<file path="src/rtl/pipe_ctrl_pkg.sv">
// Shared pipeline-register control codes and hazard controller state encoding.
package pipe_ctrl_pkg;
  localparam logic [1:0] CTRL_PASS  = 2'b00;
  localparam logic [1:0] CTRL_HOLD  = 2'b01;
  localparam logic [1:0] CTRL_FLUSH = 2'b10;

  typedef enum logic {ST_RUN, ST_MEM_WAIT} state_t;
endpackage

</file>
<file path="src/rtl/sat_counter.sv">
// Saturating up-counter with synchronous clear; clear beats increment.
module sat_counter #(
  parameter int W = 16
) (
  input  logic         clk,
  input  logic         reset,
  input  logic         inc,
  input  logic         clr,
  output logic [W-1:0] cnt
);
  always_ff @(posedge clk or negedge reset) begin
    if (!reset)                cnt <= '0;
    else if (clr)              cnt <= '0;
    else if (inc && ~&cnt)     cnt <= cnt + 1'b1;
  end
endmodule

</file>
<file path="src/rtl/hazard_ctrl.sv">
// Pipeline hazard controller: load-use, branch/jump redirect and bounded memory waits,
// with saturating stall/flush counters.
module hazard_ctrl
  import pipe_ctrl_pkg::*;
#(
  parameter int MEM_TIMEOUT = 16,
  parameter int CNT_W       = 16
) (
  input  logic             clk,
  input  logic             reset,
  input  logic [4:0]       ID_Rs,
  input  logic [4:0]       ID_Rt,
  input  logic             ID_UsesRt,
  input  logic             ID_Jump,
  input  logic             EX_MemRead,
  input  logic [4:0]       EX_Rt,
  input  logic             EX_BranchTaken,
  input  logic             MEM_Req,
  input  logic             Mem_Ready,
  input  logic             Cnt_Clear,
  output logic             PC_Write,
  output logic [1:0]       IF_ID_Ctrl,
  output logic [1:0]       ID_EX_Ctrl,
  output logic [1:0]       EX_MEM_Ctrl,
  output logic [1:0]       MEM_WB_Ctrl,
  output logic             Mem_Timeout,
  output logic [CNT_W-1:0] Stall_Count,
  output logic [CNT_W-1:0] Flush_Count
);
  localparam int WW = $clog2(MEM_TIMEOUT + 1);

  state_t          state, state_nxt;
  logic [WW-1:0]   wait_cnt, wait_nxt;
  logic            release_now, mem_stall, load_use, branch_sel;
  logic            timeout_q, forced;

  assign release_now = (state == ST_MEM_WAIT) && (wait_cnt == WW'(MEM_TIMEOUT - 1));
  assign mem_stall   = MEM_Req && !Mem_Ready && !release_now;
  assign load_use    = EX_MemRead && (EX_Rt != 5'd0) &&
                       ((EX_Rt == ID_Rs) || (ID_UsesRt && (EX_Rt == ID_Rt)));
  // Only a release that actually cut a pending access short counts as a timeout.
  assign forced      = release_now && MEM_Req && !Mem_Ready;

  always_comb begin
    PC_Write    = 1'b1;
    IF_ID_Ctrl  = CTRL_PASS;
    ID_EX_Ctrl  = CTRL_PASS;
    EX_MEM_Ctrl = CTRL_PASS;
    MEM_WB_Ctrl = CTRL_PASS;
    branch_sel  = 1'b0;
    if (!reset) begin
      PC_Write    = 1'b0;
      IF_ID_Ctrl  = CTRL_FLUSH;
      ID_EX_Ctrl  = CTRL_FLUSH;
      EX_MEM_Ctrl = CTRL_FLUSH;
      MEM_WB_Ctrl = CTRL_FLUSH;
    end else if (mem_stall) begin
      PC_Write    = 1'b0;
      IF_ID_Ctrl  = CTRL_HOLD;
      ID_EX_Ctrl  = CTRL_HOLD;
      EX_MEM_Ctrl = CTRL_HOLD;
      MEM_WB_Ctrl = CTRL_FLUSH;
    end else if (EX_BranchTaken) begin
      // Wrong-path ID instruction is squashed, so a load-use hazard there is moot.
      branch_sel  = 1'b1;
      IF_ID_Ctrl  = CTRL_FLUSH;
      ID_EX_Ctrl  = CTRL_FLUSH;
    end else if (load_use) begin
      PC_Write    = 1'b0;
      IF_ID_Ctrl  = CTRL_HOLD;
      ID_EX_Ctrl  = CTRL_FLUSH;
    end else if (ID_Jump) begin
      IF_ID_Ctrl  = CTRL_FLUSH;
    end
  end

  always_comb begin
    state_nxt = state;
    wait_nxt  = '0;
    case (state)
      ST_RUN:      if (mem_stall) state_nxt = ST_MEM_WAIT;
      ST_MEM_WAIT: begin
        if (Mem_Ready || release_now) state_nxt = ST_RUN;
        else                          wait_nxt  = wait_cnt + 1'b1;
      end
      default:     state_nxt = ST_RUN;
    endcase
  end

  always_ff @(posedge clk or negedge reset) begin
    if (!reset) begin
      state     <= ST_RUN;
      wait_cnt  <= '0;
      timeout_q <= 1'b0;
    end else begin
      state    <= state_nxt;
      wait_cnt <= wait_nxt;
      if (forced) timeout_q <= 1'b1;
    end
  end

  // Flag is visible in the release cycle itself, then held by timeout_q.
  assign Mem_Timeout = timeout_q || forced;

  sat_counter #(.W(CNT_W)) u_stall_cnt (
    .clk(clk), .reset(reset), .inc(!PC_Write), .clr(Cnt_Clear), .cnt(Stall_Count)
  );

  sat_counter #(.W(CNT_W)) u_flush_cnt (
    .clk(clk), .reset(reset), .inc(branch_sel), .clr(Cnt_Clear), .cnt(Flush_Count)
  );
endmodule

</file>
<file path="config.mk">
export PLATFORM = sky130hd
export DESIGN_NAME = hazard_ctrl
export DESIGN_NICKNAME = d
export VERILOG_FILES = /design/src/rtl/pipe_ctrl_pkg.sv /design/src/rtl/sat_counter.sv /design/src/rtl/hazard_ctrl.sv
export SDC_FILE = /design/constraint.sdc
export NUM_CORES = 1
export LEC_CHECK = 0
export CAP_MARGIN = 25
export CORE_MARGIN = 2
export CORE_UTILIZATION = 52
export CTS_CLUSTER_DIAMETER = 200
export DETAILED_ROUTE_END_ITERATION = 16
export PLACE_DENSITY_LB_ADDON = 0.25
export SYNTH_ARGS = -nofsm -noshare
export SYNTH_HDL_FRONTEND = slang
export SYNTH_HIERARCHICAL = 1
export SYNTH_SLANG_ARGS = --single-unit
</file>
<file path="constraint.sdc">
create_clock -name clk -period 5.5 [get_ports clk]
set_clock_uncertainty 0.2 [all_clocks]
set_input_delay 1.1 -clock clk [delete_from_list [all_inputs] [get_ports clk]]
set_output_delay 1.1 -clock clk [all_outputs]
set_load 0.02 [all_outputs]
</file>
### Floorplan with the power grid, run 1

(4 px per um) Pins as bars on the die edge.
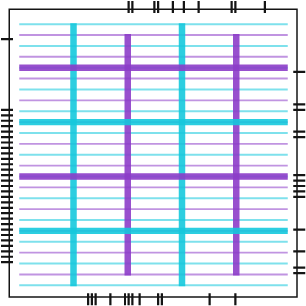
- VSS: cyan
- VDD: purple
- signal pins: 66
- rows: 24

### Register map, names as in the netlist, run 1

(6 px per um) Other sequential cells in the stronger gray, the rest of the logic in the fainter gray.
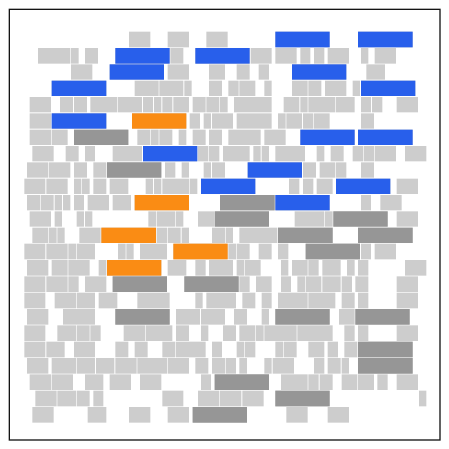
- `u_flush_cnt/cnt`: blue (flops 16)
- `wait_cnt`: orange (flops 5)
Finished Core Util: 72.03%
flop share of the area: 30.90%
register area: 975.9 sq um

==> flow_summary.json, run 1 <==
{
  "place_congestion": 0.8721,
  "die_area_sq_um": 5119,
  "worstSetupStartpointType": "input port",
  "drc_errors": 0,
  "fin_ws_ps": 1003,
  "fin_crit_ps": 4497,
  "path_max_fanout": 5,
  "setup_violations": 0,
  "drv_slew": 0,
  "antenna_found_initial": 0,
  "critical_path_required_ps": 4200,
  "ctsHtreeMaxLevel": 2,
  "drt-initial-drc-count": 140,
  "die_w_um": 71.55,
  "area.growth.synth_to_final_pct": 33.12,
  "synthTopCellsByArea": "dfrtp_1 (41%), nor2_1 (4.0%), a21oi_1 (3.8%)",
  "worstSetupEndpointType": "output port",
  "crit_type": "input port to output port",
  "yosysCellCount": 252,
  "synthesis.nets": 280,
  "yosysSeqAreaShare_pct": 41.14,
  "cp.arrival_ps": 3200,
  "tool_warnings": 26,
  "antenna_cells": 0,
  "cts_buffers": 5,
  "fp_util_pct": 54.11,
  "ys_chip_area_sq_um": 2372,
  "grt_first_pass_wirelength_mm": 8.749,
  "synth_simple_gate_area_share_pct": 29.64,
  "place_worst_setup_slack_ps": 1003,
  "rsz0062_at_grt": "false",
  "crit_top_cell": "clkdlybuf4s50_1",
  "finalCritPeriodShare_pct": 81.77,
  "rows": 24,
  "yosysTopAreaCell": "dfrtp_1",
  "top_area_share_pct": 41.14,
  "aoi_share_pct": 15.19,
  "crit_buf_inv": 2,
  "worstSkewPairLatency_ps": 290,
  "vias_per_cell": 5.761,
  "top_logic_kind": "simple AND/OR/NAND/NOR gates",
  "cts_tree": "yes",
  "cts_root_buf": "clkbuf_8",
  "hpwlAfterDp_mm": 3.799,
  "clk_pin_slew_ps": 70,
  "synth.area.mux_share_pct": 3.903,
  "ys.flops": 39,
  "leakage_nw": 1.271,
  "cts.sinks": 39,
  "cts_max_path_buffers": 2,
  "firstDrtPassIters": 4,
  "edf_count": 0,
  "cts_hold_buf": 0,
  "port_buffers": 64,
  "gr-total-overflow": 0,
  "ios": 66,
  "hold_viol": 0,
  "fin_tns_setup_ps": 0,
  "vias": 2143,
  "synthAdderAreaFrac_pct": 2.110,
  "lay_top_cells": "clkdlybuf4s50_1 (63), dfrtp_1 (39), nor2_1 (25), a21oi_1 (18), nand2_1 (17)",
  "syn-mean-instance-area_sq_um": 9.414,
  "cp_slowest_cell": "clkdlybuf4s50_1",
  "wire_per_inst_um": 13.70,
  "slowest_delay_ps": 620,
  "synth.distinct_cells": 46,
  "synthesis.area_sq_um": 2372,
  "yosysWarnings": 6,
  "maxCapViolCount": 0,
  "grt_max_degree": 39,
  "layout_top_cell": "clkdlybuf4s50_1",
  "ys_async_sr_fraction_pct": 100.0,
  "crit_family": "buffers and inverters",
  "fp.dieH_um": 71.55,
  "cts_setup_buffers": 0,
  "ys_sh_xor_pct": 5.169,
  "status": "finished, final reports clean",
  "hold_path.class": "flop to flop",
  "nets": 347,
  "wl_mm": 5.098,
  "fmax_ghz": 0.2224,
  "layout-drive-gt1-share_pct": 10.94,
  "ir_worst_vdd_mv": 0.1643,
  "coreArea_sq_um": 4384,
  "p_per_area_nw_per_um2": 184.5,
  "postCtsResizedCells": 0,
  "grt_pass1_vias": 2033,
  "fillers": 368,
  "crit_chain": "clkdlybuf4s50_1 > xor2_1 > nor4_1 > and3_1 > o221ai_2 > a31oi_1 > clkdlybuf4s50_1",
  "postRouteAntennaNets": 0,
  "synthFlopType": "dfrtp_1",
  "synth_cells": 252
}
### Track usage over the die, run 1

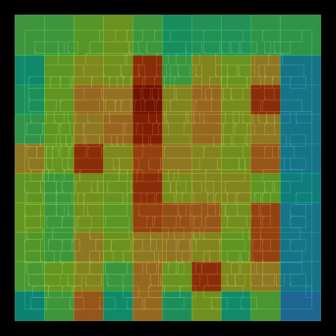
gr usage total: 21.34%
M3 GR Usage: 5.063%
M2 GR Usage: 34.57%
grt peak-use layer: met2
GR Util met1: 28.57%

## run 1: per-stage QoR
step / total power (W) / instance area (sq um) / std cells / hold slack [ps] / util (%)
global route: 0.0006063 / 3158 / 372 / 273.2 / 72.03
floorplan: 0.0003371 / 2372 / 252 / 230.8 / -
global placement: 0.0003783 / 3058 / 364 / 246.4 / 69.75
CTS: 0.0005910 / 3158 / 372 / 261.3 / 72.03
detailed placement: 0.0003799 / 3058 / 364 / 251.3 / 69.75
finish: 0.0005827 / 3158 / 372 / 259.6 / 72.03
## run 1: worst paths after layout
path                                  endpoint  slack [ps]  cells after the start   startpoint
setup / recovery                 ID_EX_Ctrl[1]        1000                      7     EX_Rt[2]
hold / removal                     wait_cnt[0]         260                      1  wait_cnt[0]
setup reg to reg           u_flush_cnt/cnt[15]        2660                     11  wait_cnt[0]
hold reg to reg                    wait_cnt[0]         260                      1  wait_cnt[0]
max in group asynchronous   u_stall_cnt/cnt[8]        4000                      2        reset
min in group asynchronous          wait_cnt[0]         420                      1        reset
## run 1: synth_stat cells (all sizes together), types with 2 or more instances
master,number
o2111ai,2
o31ai,6
nand4,4
xor2,9
mux2i,4
and4,4
nor2,25
nand2b,8
xnor2,5
nor3b,2
o21bai,2
o21ai,9
nor2b,5
nor3,9
a21boi,2
a31oi,7
o21a,2
clkbuf,4
buf,2
nand3,12
inv,9
o211ai,2
a21oi,18
or4,5
nor4,5
a31o,2
or3,8
nand2,17
dfrtp,39
ha,4
mux2,4
and2,6
and3,6
## run 1: power breakdown
part | switching (W) | internal [W] | leakage (nW) | total (W)
Combinational | 0.0000387 | 0.0000397 | 0.679 | 0.0000784
Clock | 0.0000949 | 0.000114 | 0.0515 | 0.000209
Sequential | 0.00000448 | 0.000290 | 0.541 | 0.000295
## run 1: sequential cells by signal (all words and copies together), names as in the netlist
register / cells
u_flush_cnt/cnt: 16
u_stall_cnt/cnt: 16
wait_cnt: 5
state: 1
timeout_q: 1
## run 1: kinds of logic after synthesis
logic type                 Yosys count
other                                1
muxes                                8
and+or+nand+nor                    117
xor gates and xnor gates            14
adders and majority gates            4
buffers and inverters               15
DFF                                 39
AOI/OAI and AO/OA                   54
## run 1: area by class of cell
| class | instances | area [sq um] | area share, % |
|---|---|---|---|
| clock buffer | 8 | 100.1 | 3.170 |
| timing repair buffer | 66 | 650.6 | 20.60 |
| sequential | 39 | 975.9 | 30.90 |
| multi-input combinational | 198 | 1333 | 42.19 |
| tap | 52 | 65.06 | 2.060 |
| inverter | 9 | 33.78 | 1.070 |
## run 1: routing by layer
metal | GRT usage (%) | share of wire (%) | up-vias
li1 | - | - | 1051
met1 | 28.57 | 46 | 1020
met2 | 34.57 | 47 | 70
met3 | 5.063 | 6.4 | 2
met4 | 6.499 | 0.71 | 0
met5 | 0 | 0 | -
==> inputs of run 2 (changes only) <==
--- a/config.mk
+++ b/config.mk
@@ -7,7 +7,7 @@
 export LEC_CHECK = 0
 export CAP_MARGIN = 25
 export CORE_MARGIN = 2
-export CORE_UTILIZATION = 52
+export CORE_UTILIZATION = 44
 export CTS_CLUSTER_DIAMETER = 200
 export DETAILED_ROUTE_END_ITERATION = 16
 export PLACE_DENSITY_LB_ADDON = 0.25
==> constraint.sdc (replaced) <==
create_clock -name clk -period 3.75 [get_ports clk]
set_clock_uncertainty 0.2 [all_clocks]
set_input_delay 0.75 -clock clk [delete_from_list [all_inputs] [get_ports clk]]
set_output_delay 0.75 -clock clk [all_outputs]
set_load 0.02 [all_outputs]
### Floorplan with the power grid, run 2

(4 px per um) Pins as bars on the die edge.
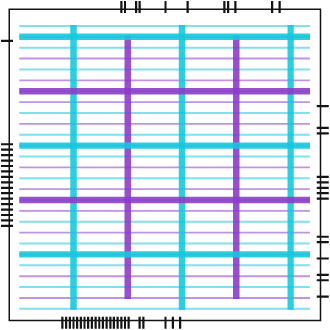
- VDD: purple
- VSS: cyan
- rows: 26
- met5 straps: 5

==> flow_summary.json, run 2 <==
{
  "status": "finished, final reports clean",
  "rsz0062_at_grt": "false",
  "finalCritPeriodShare_pct": 94.15,
  "finalNonFillerCells": 392,
  "place_congestion": 0.8442,
  "fp.dieH_um": 77.43,
  "tool_warnings": 27,
  "ios": 66,
  "grt_pass1_vias": 2063,
  "cts_buffers": 5,
  "cts.sinks": 39,
  "cts_hold_buf": 0,
  "grt_max_degree": 40,
  "setup_violations": 0,
  "cts_tree": "yes",
  "ys_chip_area_sq_um": 2372,
  "yosysSeqAreaShare_pct": 41.14,
  "vias_per_cell": 5.474,
  "cts_setup_buffers": 0,
  "die_area_sq_um": 5995,
  "antenna_cells": 0,
  "cts_max_path_buffers": 2,
  "fin_crit_ps": 3531,
  "ir_worst_vdd_mv": 0.1921,
  "regArea_sq_um": 975.9,
  "track_usage_pct": 19.17,
  "worstSetupStartpointType": "input port",
  "synthFlopType": "dfrtp_1",
  "gr-usage-met1_pct": 25.02,
  "wl_mm": 5.435,
  "hold_path.class": "flop to flop",
  "dpl-instance-area_sq_um": 3088,
  "cp.arrival_ps": 2580,
  "synth_top_cell_by_count": "dfrtp_1",
  "synth.distinct_cells": 46,
  "syn-mean-instance-area_sq_um": 9.414,
  "hpwlAfterDp_mm": 4.049,
  "ys_async_sr_fraction_pct": 100.0,
  "gr-total-overflow": 0,
  "rows": 26,
  "met2_usage_pct": 31.13,
  "grt_first_pass_wirelength_mm": 9.363,
  "worstSkewPairLatency_ps": 290,
  "ctsHtreeMaxLevel": 2,
  "reg_top3": "u_flush_cnt/cnt (16), u_stall_cnt/cnt (16), wait_cnt (5)",
  "maxCapViolCount": 0,
  "drc_errors": 0,
  "drt-initial-drc-count": 104,
  "yosysTopAreaCell": "dfrtp_1",
  "fp_util_pct": 46.15,
  "synthesis.area_sq_um": 2372,
  "port_buffers": 64,
  "layout-drive-gt1-share_pct": 11.49,
  "critical_path_required_ps": 2800,
  "postRouteAntennaNets": 0,
  "fillers": 478,
  "die_w_um": 77.43,
  "fmax_ghz": 0.2832,
  "lay_top_cells": "clkdlybuf4s50_1 (59), dfrtp_1 (39), nor2_1 (25), a21oi_1 (18), nand2_1 (17)",
  "layout_top_cell": "clkdlybuf4s50_1",
  "yosysWarnings": 6,
  "ys_top_cells_by_count": "dfrtp_1 (39), nor2_1 (25), a21oi_1 (18)",
  "coreArea_sq_um": 5140,
  "firstDrtPassIters": 4,
  "use_met3_pct": 4.767,
  "vias": 2146,
  "totalPowerFinal_w": 0.0008212,
  "top_area_share_pct": 41.14,
  "stdcell_area_sq_um": 3207,
  "synth_cells": 252,
  "cts_root_buf": "clkbuf_8"
}
### Clock distribution, run 2

(8 px per um)
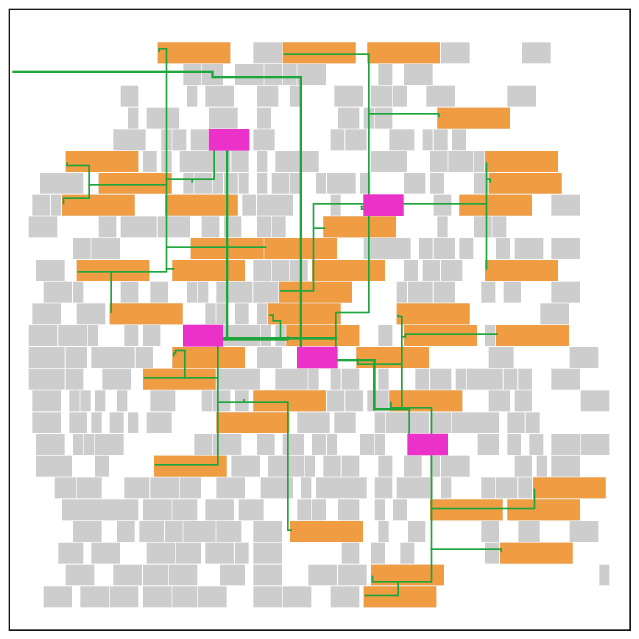
- clock wires: green (length 521 um)
- flip-flops: orange (count 39)
- clock-net drivers: magenta (count 5)
- routed clock nets: 6

-- run 2: cell counts after synthesis --
Identical to the previous run, type by type.
-- run 2: metrics by stage --
stage	hold WS (ps)	worst slack [ps]	TNS, ps
after floorplan	230.8	866.5	0
after global placement	248.8	-2.650	-2.650
after detailed placement	258.2	-68.79	-68.79
after CTS	267.8	-14.92	-24.68
after global routing	303.7	115.5	0
final	262.6	219.3	0
-- run 2: cells by family (layout without fill, tap and decap cells) --
family	Yosys count	count (layout)	synth area share, %
simple gates	117	117	29.64
compound gates	54	54	15.19
flops	39	39	41.14
buf+inv	15	85	2.689
xor+xnor	14	14	5.169
mux	8	8	3.903
fa+ha+maj	4	4	2.110
other cells	1	1	0.1581
-- run 2: path summary, 6_finish.rpt --
kind	start	endpoint	slack, ps	cells past startpoint
max in group asynchronous	reset	wait_cnt[3]	2620	2
min	wait_cnt[0]	wait_cnt[0]	260	1
min in group asynchronous	reset	u_stall_cnt/cnt[1]	380	2
max reg2reg	wait_cnt[0]	u_flush_cnt/cnt[15]	820	11
max	EX_Rt[2]	ID_EX_Ctrl[1]	220	7
min reg2reg	wait_cnt[0]	wait_cnt[0]	260	1
-- run 2: layout make-up --
type | count | area share, %
Clock buffer | 7 | 2.380
Clock inverter | 1 | 0.1561
Inverter | 9 | 1.053
Multi-Input combinational cell | 198 | 42.06
Sequential cell | 39 | 30.43
Tap cell | 70 | 2.731
Timing Repair Buffer | 68 | 21.19
-- run 2: metal layers --
metal / wire (um) / up-vias
li1: - / 1054
met1: 2549 / 1028
met2: 2567 / 58
met3: 252 / 6
met4: 65 / 0
met5: 0 / -
-- run 2: report_power, final --
part | internal [W] | switching (W) | total, W
registers | 0.000426 | 0.00000666 | 0.000433
clock network | 0.000130 | 0.000140 | 0.000270
logic | 0.0000599 | 0.0000586 | 0.000119
total | 0.000616 | 0.000205 | 0.000821
-- run 2: timing repair --
action / 4_1_cts / 5_1_grt
endpoints found under the setup margin: 3 / 3
endpoints found under the hold margin: 0 / 0
gates resized: 1 / 5
-- run 2: critical path, cell delays in order --
cell	delay (ps)
clkdlybuf4s50_1	480
xor2_1	190
nor4_1	240
and3_1	230
o221ai_4	130
a31oi_1	190
dlygate4sd2_1	370
No activity file was given, so power comes from the tool's default toggle rates.
